Figure 1. Cell density map.
15 x 15 tiles, from white (low) to dark blue (high), 0 to 100% covered.
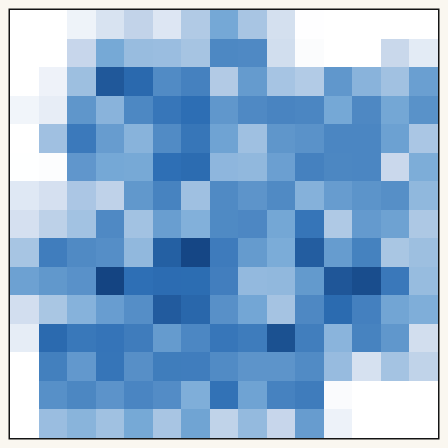
Figure 2. Ports around the boundary.
Bar = 50 um. Pins as bars across the die edge, other pins in grey.
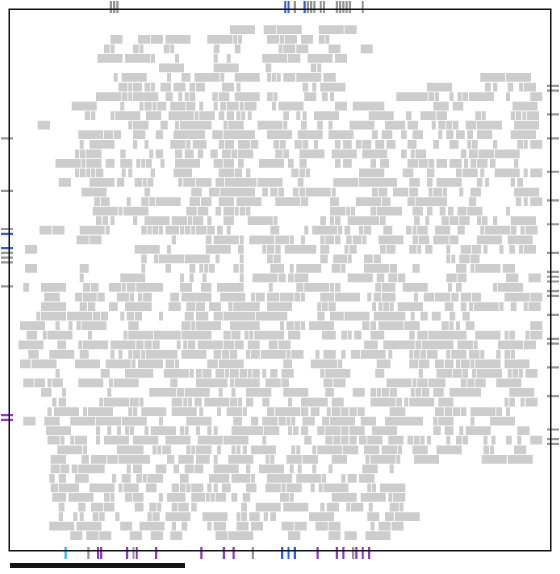
Figure 3. Cells by drive strength.
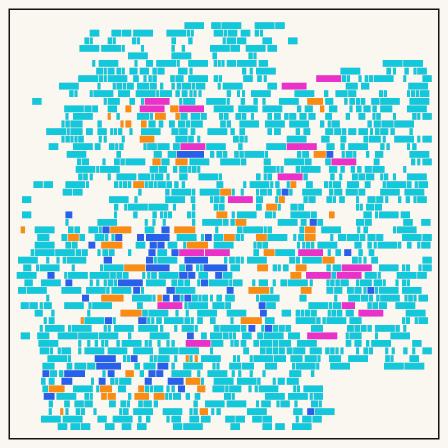
Figure 4. Cell outlines without signal wires.
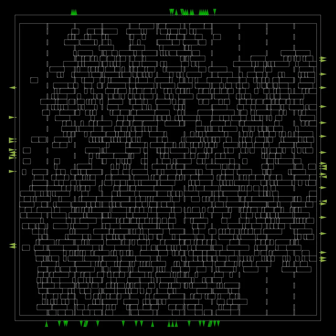
Figure 5. Zoomed window.
Region (105, 105) to (125, 125) um. Cells in grey, sequential cells in the stronger grey; small squares are vias.
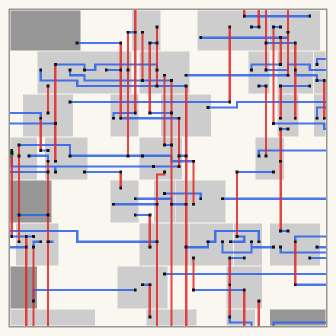
**config.mk**
```make
export PLATFORM = sky130hd
export DESIGN_NAME = mult_engine_bank
export DESIGN_NICKNAME = d
export VERILOG_FILES = /design/src/rtl/mmu_pkg.sv /design/src/rtl/booth_radix2_core.sv /design/src/rtl/mult_engine_bank.sv
export SDC_FILE = /design/constraint.sdc
export NUM_CORES = 1
export LEC_CHECK = 0
export CAP_MARGIN = 0
export CORE_MARGIN = 2
export CORE_UTILIZATION = 42
export CTS_CLUSTER_SIZE = 16
export DETAILED_ROUTE_END_ITERATION = 12
export SLEW_MARGIN = 30
export SYNTH_ARGS = -nofsm -noshare
export SYNTH_HDL_FRONTEND = slang
export SYNTH_HIERARCHICAL = 1
export SYNTH_SLANG_ARGS = --single-unit
```
**constraint.sdc**
```tcl
create_clock -name clk -period 4.45 [get_ports clk]
set_input_delay 0.89 -clock clk [delete_from_list [all_inputs] [get_ports clk]]
set_output_delay 0.89 -clock clk [all_outputs]
set_load 0.01 [all_outputs]
```
**src/rtl/mmu_pkg.sv**
```systemverilog
// Shared definitions for the MMU multiply datapath: engine selects, default
// operand width and the per-engine state encoding.
`default_nettype none

package mmu_pkg;

  localparam int W_DEFAULT = 8;

  localparam logic [1:0] SEL_DSP   = 2'b00;
  localparam logic [1:0] SEL_BOOTH = 2'b01;
  localparam logic [1:0] SEL_BIT   = 2'b10;

  typedef enum logic [1:0] {
    IDLE = 2'd0,
    BUSY = 2'd1,
    DONE = 2'd2
  } eng_state_t;

endpackage

`default_nettype wire

```
**src/rtl/booth_radix2_core.sv**
```systemverilog
// Sequential radix-2 Booth signed multiplier: one Booth step per cycle,
// product and done pulse one cycle after the last step.
`default_nettype none

module booth_radix2_core
  import mmu_pkg::*;
#(
  parameter int W = W_DEFAULT
) (
  input  logic                  clk,
  input  logic                  reset,
  input  logic                  start,
  input  logic signed [W-1:0]   A,
  input  logic signed [W-1:0]   B,
  output logic signed [2*W-1:0] P,
  output logic                  done
);

  localparam int CW = $clog2(W) + 1;

  eng_state_t          state;
  logic signed [W:0]   acc;
  logic signed [W:0]   m;
  logic [W-1:0]        q;
  logic                q_1;
  logic [CW-1:0]       cnt;
  logic signed [W:0]   sum;

  always_comb begin
    sum = acc;
    case ({q[0], q_1})
      2'b01:   sum = acc + m;
      2'b10:   sum = acc - m;
      default: sum = acc;
    endcase
  end

  always_ff @(posedge clk) begin
    if (!reset) begin
      state <= IDLE;
      acc   <= '0;
      m     <= '0;
      q     <= '0;
      q_1   <= 1'b0;
      cnt   <= '0;
      P     <= '0;
      done  <= 1'b0;
    end else begin
      done <= 1'b0;
      case (state)
        IDLE: begin
          if (start) begin
            acc   <= '0;
            m     <= {A[W-1], A};
            q     <= B;
            q_1   <= 1'b0;
            cnt   <= CW'(W);
            state <= BUSY;
          end
        end
        BUSY: begin
          // Arithmetic right shift of {acc, q, q_1} applied to the updated acc.
          acc <= {sum[W], sum[W:1]};
          q   <= {sum[0], q[W-1:1]};
          q_1 <= q[0];
          cnt <= cnt - CW'(1);
          if (cnt == CW'(1)) state <= DONE;
        end
        DONE: begin
          P     <= {acc[W-1:0], q};
          done  <= 1'b1;
          state <= IDLE;
        end
        default: state <= IDLE;
      endcase
    end
  end

endmodule

`default_nettype wire

```
**src/rtl/mult_engine_bank.sv**
```systemverilog
// Bank of three independent signed multipliers (single-cycle DSP, radix-2 Booth,
// LSB-first bit-serial) sharing operand inputs, each with its own start/done.
`default_nettype none

module mult_engine_bank
  import mmu_pkg::*;
#(
  parameter int W = W_DEFAULT
) (
  input  logic                  clk,
  input  logic                  reset,
  input  logic signed [W-1:0]   A,
  input  logic signed [W-1:0]   B,
  input  logic                  start_dsp,
  input  logic                  start_booth,
  input  logic                  start_bit,
  output logic signed [2*W-1:0] P_dsp,
  output logic signed [2*W-1:0] P_booth,
  output logic signed [2*W-1:0] P_bit,
  output logic                  done_dsp,
  output logic                  done_booth,
  output logic                  done_bit
);

  localparam int CW = $clog2(W) + 1;

  logic                dsp_busy;
  logic signed [W-1:0] dsp_a;
  logic signed [W-1:0] dsp_b;

  // The completing cycle may also accept the next start.
  always_ff @(posedge clk) begin
    if (!reset) begin
      dsp_busy <= 1'b0;
      dsp_a    <= '0;
      dsp_b    <= '0;
      P_dsp    <= '0;
      done_dsp <= 1'b0;
    end else begin
      done_dsp <= 1'b0;
      if (dsp_busy) begin
        P_dsp    <= (2*W)'(dsp_a) * (2*W)'(dsp_b);
        done_dsp <= 1'b1;
      end
      if (start_dsp) begin
        dsp_a    <= A;
        dsp_b    <= B;
        dsp_busy <= 1'b1;
      end else begin
        dsp_busy <= 1'b0;
      end
    end
  end

  booth_radix2_core #(.W(W)) u_booth (
    .clk   (clk),
    .reset (reset),
    .start (start_booth),
    .A     (A),
    .B     (B),
    .P     (P_booth),
    .done  (done_booth)
  );

  eng_state_t            bit_state;
  logic signed [2*W-1:0] bit_acc;
  logic signed [2*W-1:0] bit_mc;
  logic [W-1:0]          bit_mp;
  logic [CW-1:0]         bit_i;

  // Multiplicand is shifted left and multiplier right each step, so bit i of B
  // is always at bit_mp[0] with its weight already in bit_mc.
  always_ff @(posedge clk) begin
    if (!reset) begin
      bit_state <= IDLE;
      bit_acc   <= '0;
      bit_mc    <= '0;
      bit_mp    <= '0;
      bit_i     <= '0;
      P_bit     <= '0;
      done_bit  <= 1'b0;
    end else begin
      done_bit <= 1'b0;
      case (bit_state)
        IDLE: begin
          if (start_bit) begin
            bit_acc   <= '0;
            bit_mc    <= (2*W)'(A);
            bit_mp    <= B;
            bit_i     <= '0;
            bit_state <= BUSY;
          end
        end
        BUSY: begin
          if (bit_mp[0]) begin
            // MSB of a two's-complement multiplier carries negative weight.
            if (bit_i == CW'(W-1)) bit_acc <= bit_acc - bit_mc;
            else                   bit_acc <= bit_acc + bit_mc;
          end
          bit_mc <= bit_mc << 1;
          bit_mp <= bit_mp >> 1;
          bit_i  <= bit_i + CW'(1);
          if (bit_i == CW'(W-1)) bit_state <= DONE;
        end
        DONE: begin
          P_bit     <= bit_acc;
          done_bit  <= 1'b1;
          bit_state <= IDLE;
        end
        default: bit_state <= IDLE;
      endcase
    end
  end

endmodule

`default_nettype wire

```
==> results.toml <==
# physical design summary
[routing]
dr_wl_met3_um = 605
dr.max_layer_used = "met4"
drc_errors = 0
wl_met1_mm = 10.6
ant_nets = 0
wl_met2_mm = 11.0

[synthesis]
synth_nets = 1247
synthCells = 1111
ys_cells = 1111
syn_area_um2 = 9430
synth.ff_latch_count = 145
edf_count = 0
dominantRegCellSynth = "dfxtp_1"
syn_avg_cell_area_um2 = 8.49
yosys.stat.chipArea_um2 = 9430
synth-async-reset-ratio_pct = 0
ys_seq_share_pct = 30.8
ys_types = 66
yosys_warnings = 6

[clock_tree]
post_cts_buffers = 2
clock_sinks = 145
cts.repair.resized = 14
clk-insertion-delay-late_ns = 0.43
cts_buffer_depth = 2

[power_and_ir_drop]
pwr_density_cell_nw_per_um2 = 328
fin_total_pwr_mw = 3.71
ir_drop_v = 0.000229
p_leak_nw = 4.73

[global_routing]
grt_max_degree = 45
grt_util_all_layers_pct = 19.6
grt-busiest-layer = "met2"
antenna_found_initial = 0
first_global_vias = 7443

[worst_setup_path]
ff2ff_path_depth = 16
r2r_end = "P_dsp[15]"
cp_slowest_cell = "fa_1"
critPathTopFamily = "adder cells"
crit_path_end_kind = "flip-flop"
cp-start-kind = "flip-flop"
slowest_delay_ns = 0.54
crit_buf_inv = 4
cp_cell_sequence = "and2_4 > fa_1 > inv_1 > fa_1 > inv_2 > fa_1 > inv_2 > fa_1 > inv_1 > ha_2 > or4_4 > a21oi_4 > o31ai_4 > or4_4 > nand4_1 > o311ai_2"

[sta]
tns_ns = 0
maxSlewHeadroom_pct = 42.1
finClkSkew_ns = 0.0162
finalHoldViolations = 0
slew_viol_final = 0
hold-worst-slack_ns = 0.452
max_freq_ghz = 0.227
period_needed_ns = 4.41

[place]
pre_cts_ws_ns = -0.0990
dp_cells = 1452

[floorplan]
die_area_um2 = 23700

[outcome]
outcome = "completed"

[layout]
layout_top_cell = "nand2_1"
logic_area_um2 = 6050
n_antenna_cell = 0
syn_to_final_growth_pct = 19.9

[min_path]
hold_class = "flip-flop to flip-flop"
Back to the opening pictures, Figure 1:
tiles over 75% full: 7.6%
nearly empty tiles: 11%
fullest tile: 92%
mean over tiles: 46%
CORE AREA: 22000 um^2
fin util: 51.5%
Initial Util: 43.0%

Back to the opening pictures, Figure 2:
legend:
  `clk`:
    colour: cyan
    pins: 1
    direction: input
    edge: south
  `P_dsp`:
    colour: purple
    pins: 16
    direction: output
    edge: 14 south, 2 west
  `B`:
    colour: blue
    pins: 8
    direction: input
    edge: 3 south, 3 north, 2 west
I/O Buffers: 71
Die Y: 154 um
Die Span X: 154 um

Back to the opening pictures, Figure 3:
legend:
  x6 and larger:
    colour: magenta
    cells: 21
  x3 and x4:
    colour: blue
    cells: 61
  x2:
    colour: orange
    cells: 59
  x1 and smaller:
    colour: cyan
    cells: 1064
final instance area: 11300 um^2
final setup margin: 0.0361 ns

Back to the opening pictures, Figure 4:
Std-Cell Rows: 54
Well Taps: 280
register share of the cell area: 25.9%
final non-filler cell total: 1485

Back to the opening pictures, Figure 5:
legend:
  M1:
    colour: blue
  M2:
    colour: red
  M3:
    colour: green
most frequent: xor2_1 (6)
sequential cells in the window: 1
netlist names of flops here include: `bit_mc` (1)
cells with their middle in the window: 26

[worst register-to-register path, cell delays in order, from the launching register on]
cell      delay (ns)
dfxtp_4         0.35
and2_4          0.16
fa_1            0.54
inv_1           0.05
fa_1            0.50
inv_2           0.04
fa_1            0.54
inv_2           0.04
fa_1            0.52
inv_1           0.04
ha_2            0.18
or4_4           0.43
a21oi_4         0.18
o31ai_4         0.09
or4_4           0.43
nand4_1         0.12
o311ai_2        0.10
[worst min-delay path by stage]
stage                 start           end  slack, ns  cells past startpoint
2_1_floorplan  u_booth/q[1]  u_booth/P[1]       0.44                      2
3_5_place_dp       P_bit[4]      P_bit[4]       0.45                      2
6_report          P_bit[12]     P_bit[12]       0.45                      2
4_1_cts            P_bit[4]      P_bit[4]       0.45                      2
3_3_place_gp       P_bit[6]      P_bit[6]       0.44                      2
5_1_grt            P_bit[9]      P_bit[9]       0.48                      2
[cells by family after synthesis]
group           Yosys count  share of synthesized area (%)
buf+inv                 153                           6.25
mux                      28                           3.01
xor+xnor                 45                           4.18
compound gates          239                           16.7
flops                   145                           30.8
fa+ha+maj               115                           19.8
simple gates            386                           19.3
[final cells by class]
cell class	count	area share, %
Clock buffer	21	3.98
Inverter	105	3.48
Multi-Input combinational cell	813	53.5
Timing Repair Buffer	111	8.89
Sequential cell	145	25.9
Tap cell	280	3.10
Clock inverter	10	1.21
[synth_stat cells (4+ instances only)]
| cell | instances | area [um^2] |
|---|---|---|
| a211oi_1 | 6 | 45.0 |
| xor2_1 | 17 | 149 |
| fa_1 | 57 | 1140 |
| nor2_1 | 104 | 390 |
| or2_2 | 5 | 31.3 |
| inv_1 | 100 | 375 |
| dfxtp_1 | 145 | 2900 |
| a22oi_1 | 22 | 165 |
| nand2b_1 | 12 | 75.1 |
| o31ai_1 | 4 | 30.0 |
| xnor2_1 | 28 | 245 |
| o21ai_1 | 4 | 20.0 |
| a31oi_1 | 7 | 43.8 |
| nand2_1 | 134 | 503 |
| mux2i_1 | 25 | 250 |
| ha_1 | 58 | 726 |
| clkbuf_1 | 42 | 158 |
| a21oi_1 | 91 | 455 |
| and2_1 | 49 | 307 |
| nor2b_1 | 27 | 169 |
| a21o_1 | 8 | 60.1 |
| o21a_1 | 9 | 67.6 |
| o21ai_0 | 34 | 170 |
| nand3_1 | 12 | 60.1 |
| o22ai_1 | 11 | 68.8 |
| nor3_1 | 19 | 95.1 |
| o221a_2 | 13 | 146 |
[registers in the layout (all words and copies together) (netlist names)]
register,count
done_dsp,1
done_bit,1
bit_mc,16
u_booth/q_1,1
bit_state,2
bit_acc,16
u_booth/P,16
bit_mp,8
u_booth/cnt,4
dsp_a,8
dsp_busy,1
u_booth/q,8
u_booth/done,1
dsp_b,8
u_booth/acc,8
u_booth/m,8
P_dsp,16
P_bit,16
u_booth/state,2
bit_i,4
[report_power, final]
| group | internal (mW) | leakage (nW) | switching (mW) | total [mW] |
|---|---|---|---|---|
| sequential | 1.36 | 1.19 | 0.0692 | 1.43 |
| combinational | 0.375 | 3.26 | 0.451 | 0.826 |
| clock | 0.891 | 0.279 | 0.558 | 1.45 |
Power and IR drop assume default switching activity.
